[src/rtl/alu_issue.sv]
// alu_issue: register file, serial issue and writeback stage in front of the 16-bit ALU
module alu_issue #(
  parameter int NREG = 8,
  parameter int DW = 16,
  localparam int AW = $clog2(NREG)
) (
  input  logic          clk,
  input  logic          rst,
  input  logic          in_valid,
  output logic          in_ready,
  input  logic [2:0]    in_op,
  input  logic [AW-1:0] in_rd,
  input  logic [AW-1:0] in_rs1,
  input  logic [AW-1:0] in_rs2,
  input  logic          in_use_imm,
  input  logic [DW-1:0] in_imm,
  input  logic          in_setf,
  output logic [DW-1:0] alu_a,
  output logic [DW-1:0] alu_b,
  output logic [2:0]    alu_op,
  output logic          alu_enflags,
  input  logic [DW-1:0] alu_s,
  output logic          done,
  output logic [AW-1:0] done_rd,
  output logic [DW-1:0] done_data,
  input  logic [AW-1:0] dbg_addr,
  output logic [DW-1:0] dbg_data
);
  typedef enum logic [1:0] {IDLE = 2'd0, EXEC = 2'd1, WB = 2'd2} state_t;
  state_t state_q, state_d;
  logic [DW-1:0] rf_q [NREG];
  logic [DW-1:0] alu_a_q, alu_b_q, done_data_q;
  logic [2:0] alu_op_q;
  logic enflags_q;
  logic [AW-1:0] rd_q, done_rd_q;
  always_ff @(posedge clk or posedge rst) begin
    if (rst) state_q <= IDLE;
    else state_q <= state_d;
  end
  always_comb begin
    state_d = IDLE;
    state_d = (state_q == IDLE) ? (in_valid ? EXEC : IDLE) :
              (state_q == EXEC) ? WB : IDLE;
  end
  always_comb begin
    in_ready = (state_q == IDLE) && !rst;
    done = (state_q == WB);
  end
  always_ff @(posedge clk or posedge rst) begin
    if (rst) begin
      for (int i = 0; i < NREG; i++) rf_q[i] <= '0;
      alu_a_q <= '0;
      alu_b_q <= '0;
      alu_op_q <= '0;
      enflags_q <= 1'b0;
      rd_q <= '0;
      done_rd_q <= '0;
      done_data_q <= '0;
    end else if (state_q == IDLE) begin
      if (in_valid) begin
        alu_a_q <= rf_q[in_rs1];
        alu_b_q <= in_use_imm ? in_imm : rf_q[in_rs2];
        alu_op_q <= in_op;
        enflags_q <= in_setf;
        rd_q <= in_rd;
      end
    end else if (state_q == EXEC) begin
      if (rd_q != '0) rf_q[rd_q] <= alu_s;
      done_rd_q <= rd_q;
      done_data_q <= alu_s;
    end else begin
      // flags stay enabled through WB so the ALU's second negedge sees the fresh result
      enflags_q <= 1'b0;
    end
  end
  assign alu_a = alu_a_q;
  assign alu_b = alu_b_q;
  assign alu_op = alu_op_q;
  assign alu_enflags = enflags_q;
  assign done_rd = done_rd_q;
  assign done_data = done_data_q;
  assign dbg_data = (dbg_addr == '0) ? '0 : rf_q[dbg_addr];
endmodule

[config.mk]
export PLATFORM = sky130hd
export DESIGN_NAME = alu_issue
export DESIGN_NICKNAME = d
export VERILOG_FILES = /design/src/rtl/alu_issue.sv
export SDC_FILE = /design/constraint.sdc
export NUM_CORES = 1
export LEC_CHECK = 0
export ABC_AREA = 1
export CAP_MARGIN = 20
export CELL_PAD_IN_SITES_DETAIL_PLACEMENT = 1
export CELL_PAD_IN_SITES_GLOBAL_PLACEMENT = 2
export CORE_UTILIZATION = 32
export CTS_CLUSTER_SIZE = 10
export DETAILED_ROUTE_END_ITERATION = 10
export PLACE_DENSITY_LB_ADDON = 0.05
export SKIP_CTS_REPAIR_TIMING = 1
export SLEW_MARGIN = 0
export SYNTH_ARGS = -nofsm -noshare
export SYNTH_HDL_FRONTEND = slang
export SYNTH_SLANG_ARGS = --single-unit
export TNS_END_PERCENT = 5
[constraint.sdc]
create_clock -name clk -period 6.76 [get_ports clk]
set_input_delay 1.014 -clock clk [delete_from_list [all_inputs] [get_ports clk]]
set_output_delay 1.014 -clock clk [all_outputs]
set_load 0.01 [all_outputs]
Figure 1. Sequential cells colored by netlist name.
The bar under the picture is 50 um long.
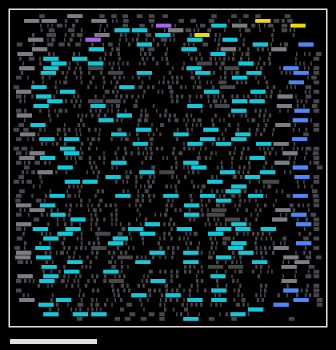
Purple shows `state_q`, placed flops 2. Cyan shows `rf_q`, placed flops 128, where all over the die. Yellow shows `alu_op`, placed flops 3. Blue shows `alu_b`, placed flops 16.

Figure 2. Signal wires on met1.
The bar under the picture is 50 um long.
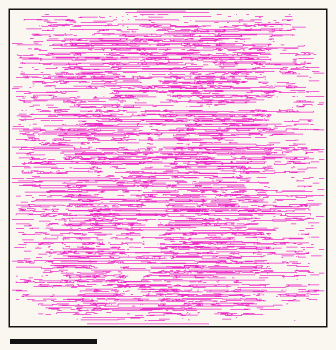
The layer carries 22.0 mm of wire. The layer holds 53% of the routed length. The wires run mostly horizontal. The longest straight run is 97.5 um.

Figure 3. Close-up of the layout.
The bar under the picture is 20 um long. Window x 66 to 116, y 102 to 152 um. Cells in gray, sequential cells in the stronger gray; small squares are vias.
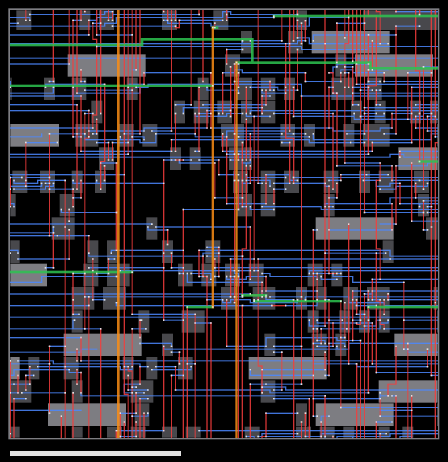
Red shows M2. Blue shows M1. Green shows M3. Orange shows M4.
129 logic cells have their middle in the window. Most frequent: nand2_1 (34), o21ai_0 (22), nand3_1 (15). Netlist names of flops here include `rf_q` (12). Sequential cells in the window: 12.

==> stage by stage <==
stage | utilization | cells
after global placement | 0.369 | 1862
after floorplan | - | 1442
after CTS | 0.388 | 1894
after global routing | 0.388 | 1894
after detailed placement | 0.370 | 1863
final | 0.388 | 1894
==> Yosys cell counts, types with 2 or more instances <==
cell type / number / area (um^2)
nand3_1: 180 / 901
buf_1: 8 / 30.0
nand2_1: 400 / 1500
nor2_1: 61 / 229
inv_2: 3 / 11.3
inv_1: 109 / 409
o21ai_1: 20 / 100
nand2_2: 4 / 25.0
and3_1: 7 / 43.8
buf_4: 5 / 37.5
dfrtp_1: 188 / 4700
nor2_2: 2 / 12.5
buf_2: 43 / 215
o211ai_1: 41 / 308
clkbuf_1: 66 / 248
o21ai_0: 206 / 1030
a21oi_1: 92 / 460
==> per-layer routing <==
| layer | global-route usage | up-vias | routed length (um) |
|---|---|---|---|
| met5 | 0 | - | 0 |
| met4 | 0.0556 | 0 | 448 |
| met3 | 0.0411 | 28 | 2350 |
| met2 | 0.370 | 271 | 17100 |
| met1 | 0.418 | 5061 | 22000 |
| li1 | - | 4796 | - |
==> final cells by class <==
| cell class | count | area, um^2 | share of cell area |
|---|---|---|---|
| clock inverter | 12 | 111 | 0.00907 |
| sequential | 188 | 4700 | 0.383 |
| clock buffer | 19 | 453 | 0.0369 |
| inverter | 114 | 438 | 0.0357 |
| multi-input combinational | 1017 | 4680 | 0.381 |
| tap | 402 | 503 | 0.0410 |
| timing repair buffer | 142 | 1380 | 0.113 |
==> critical path: stages <==
cell and delay [ns]:
clkdlybuf4s50_1 0.85, buf_4 0.35, o21ai_0 0.11, o21ai_0 0.19, a21oi_1 0.06, nor2_1 0.29, clkdlybuf4s50_1 0.62
==> CHANGELOG.md <==
## Flow update

* Ys cells at 1442
* TritonCTS buffer count at 17
* Post-Syn Area at about 10000 um^2
* Sequential power share at 0.427
* PnR worst setup slack at 2.25 ns
* # H-tree levels at 4
* Initial DRC count at 835
* Slew HR at 0.302
* Pint at 2760 uW
* DR pass1 iterations at 5
* Residual DRC at 0
* Yosys simple share at 0.267
* Hold path depth at 0
* Setup CP Type: in -> out
* Antenna Cells at 0
* P_comb at 1590 uW
* Fp util at 0.327
* Via Count at 10200
* Sw power at 1800 uW
* Final setup fails at 0
* Post-synth EDFFs at 0
* MUX share of area at 0
* CTS clock-pin slew for the worst setup and hold paths at 0.07 ns
* Critical Path Start Type: input pin
* Routed WL at about 42000 um
* Core Box Area at 31600 um^2
* Max reg flops at 128
* Power Clock at 1020 uW
* Lkg Pwr at 0.00565 uW
* Async SR Flop Fraction at 1.00
* Worst path required time at 5.75 ns
* Comb pwr share at 0.350
* First-pass GRT wire length at 64600 um
* XOR/XNOR Fraction of Synth Area at 0
* CP endpoint kind: primary output
* Biggest consumer: sequential cells
* Max-Cap Viols at 0
* Critical Path End: dbg_data[7]
* Clock Latency Late Sink at 0.45 ns
* HP Start: rf_q[118]$_DFFE_PP0P_
* Post-Synth AOI/OAI Area at 0.184
* R2R depth at 6
* Worst slack at placement at ~2.3 ns
* Number of global-route vias before repair at 10000
* Total die area at 33000 um^2
* Clock network fraction of total power at 0.223
* Share of layout cells above drive strength 1 at 0.0476
* Post-Syn Instances at 1442
* Status: completed
* Distinct lib cells used at 24
* Slack of the worst reg-to-reg path at between 4 and 5 ns
* Area grow syn2layout at 18.8%
* Fin. max-slew vios at 0
* Critical Path AT at 3.50 ns
* Design area at 12300 um^2
* Pin count of the biggest net entering global routing at 86
* Logic family by area: simple AND/OR/NAND/NOR gates
* Minimum clock period at ~4.5 ns
* RSZ-0062 raised after global routing: no
* Crit path from: dbg_addr[1]
* Synth Register Bits at approximately 190
* Hold Violations, Final at 0
* Main synth FF type: dfrtp_1
* Root buf cell: clkbuf_16
* Cell row count at 65
* Switching Share at 0.394
* TritonCTS Sinks at approximately 190
* Seq share, synth at 0.455
* YS chip area at 10300 um^2
* Gr ovfl total at 0
* Top cells excl fill/tap: nand2_1 (399), o21ai_0 (206), dfrtp_1 (188)
* Post-DP HPWL at 26400 um
* CP Max Fanout at 18
* GRT Resource Usage Total at 0.264
* Worst vdd ir at around 0.00018 V
* Total power at 4560 uW
* Placed Area at 11700 um^2
* Fin Setup TNS at 0 ns
* RR Endpoint: alu_a[11]$_DFFE_PP0P_
* Detail Route Antenna Nets at 0
* P_seq at 1950 uW
* Hold Path Class: reg -> reg
* Slew @ Worst Pin at 1.05 ns
* Launch point of the worst reg-to-reg path: state_q[0]$_DFF_PP0_
* Final-layout fill cell count at about 4000
* Die height at 182 um
* Via density at 5.36
* Pwr/cell area at 372 nW/um^2
* WL/cell at 22.1 um
* Syn nets at ~1500
* Final Cycle Share at 0.668
* CTS tree: done
* FA/HA/MAJ Cells, Area Fraction at 0
* GPL Wtd Cong at 0.779
* Fmax at between 200 and 250 MHz
* Final nets at 1532
* Ys Warns at 0
* CTS max path bufs at 2
* Die Span X at 182 um
* Top reg by flops: rf_q
* Initial antenna violation count at 0
* Clock skew at 0.0121 ns
* OpenROAD warning count at 26
* IO buf count at 124
* WHS Endpoint: rf_q[118]$_DFFE_PP0P_
* Mean Syn Cell Area at 7.17 um^2
* Most frequent logic cell in the layout: nand2_1
No activity file was given, so power comes from the tool's default toggle rates.
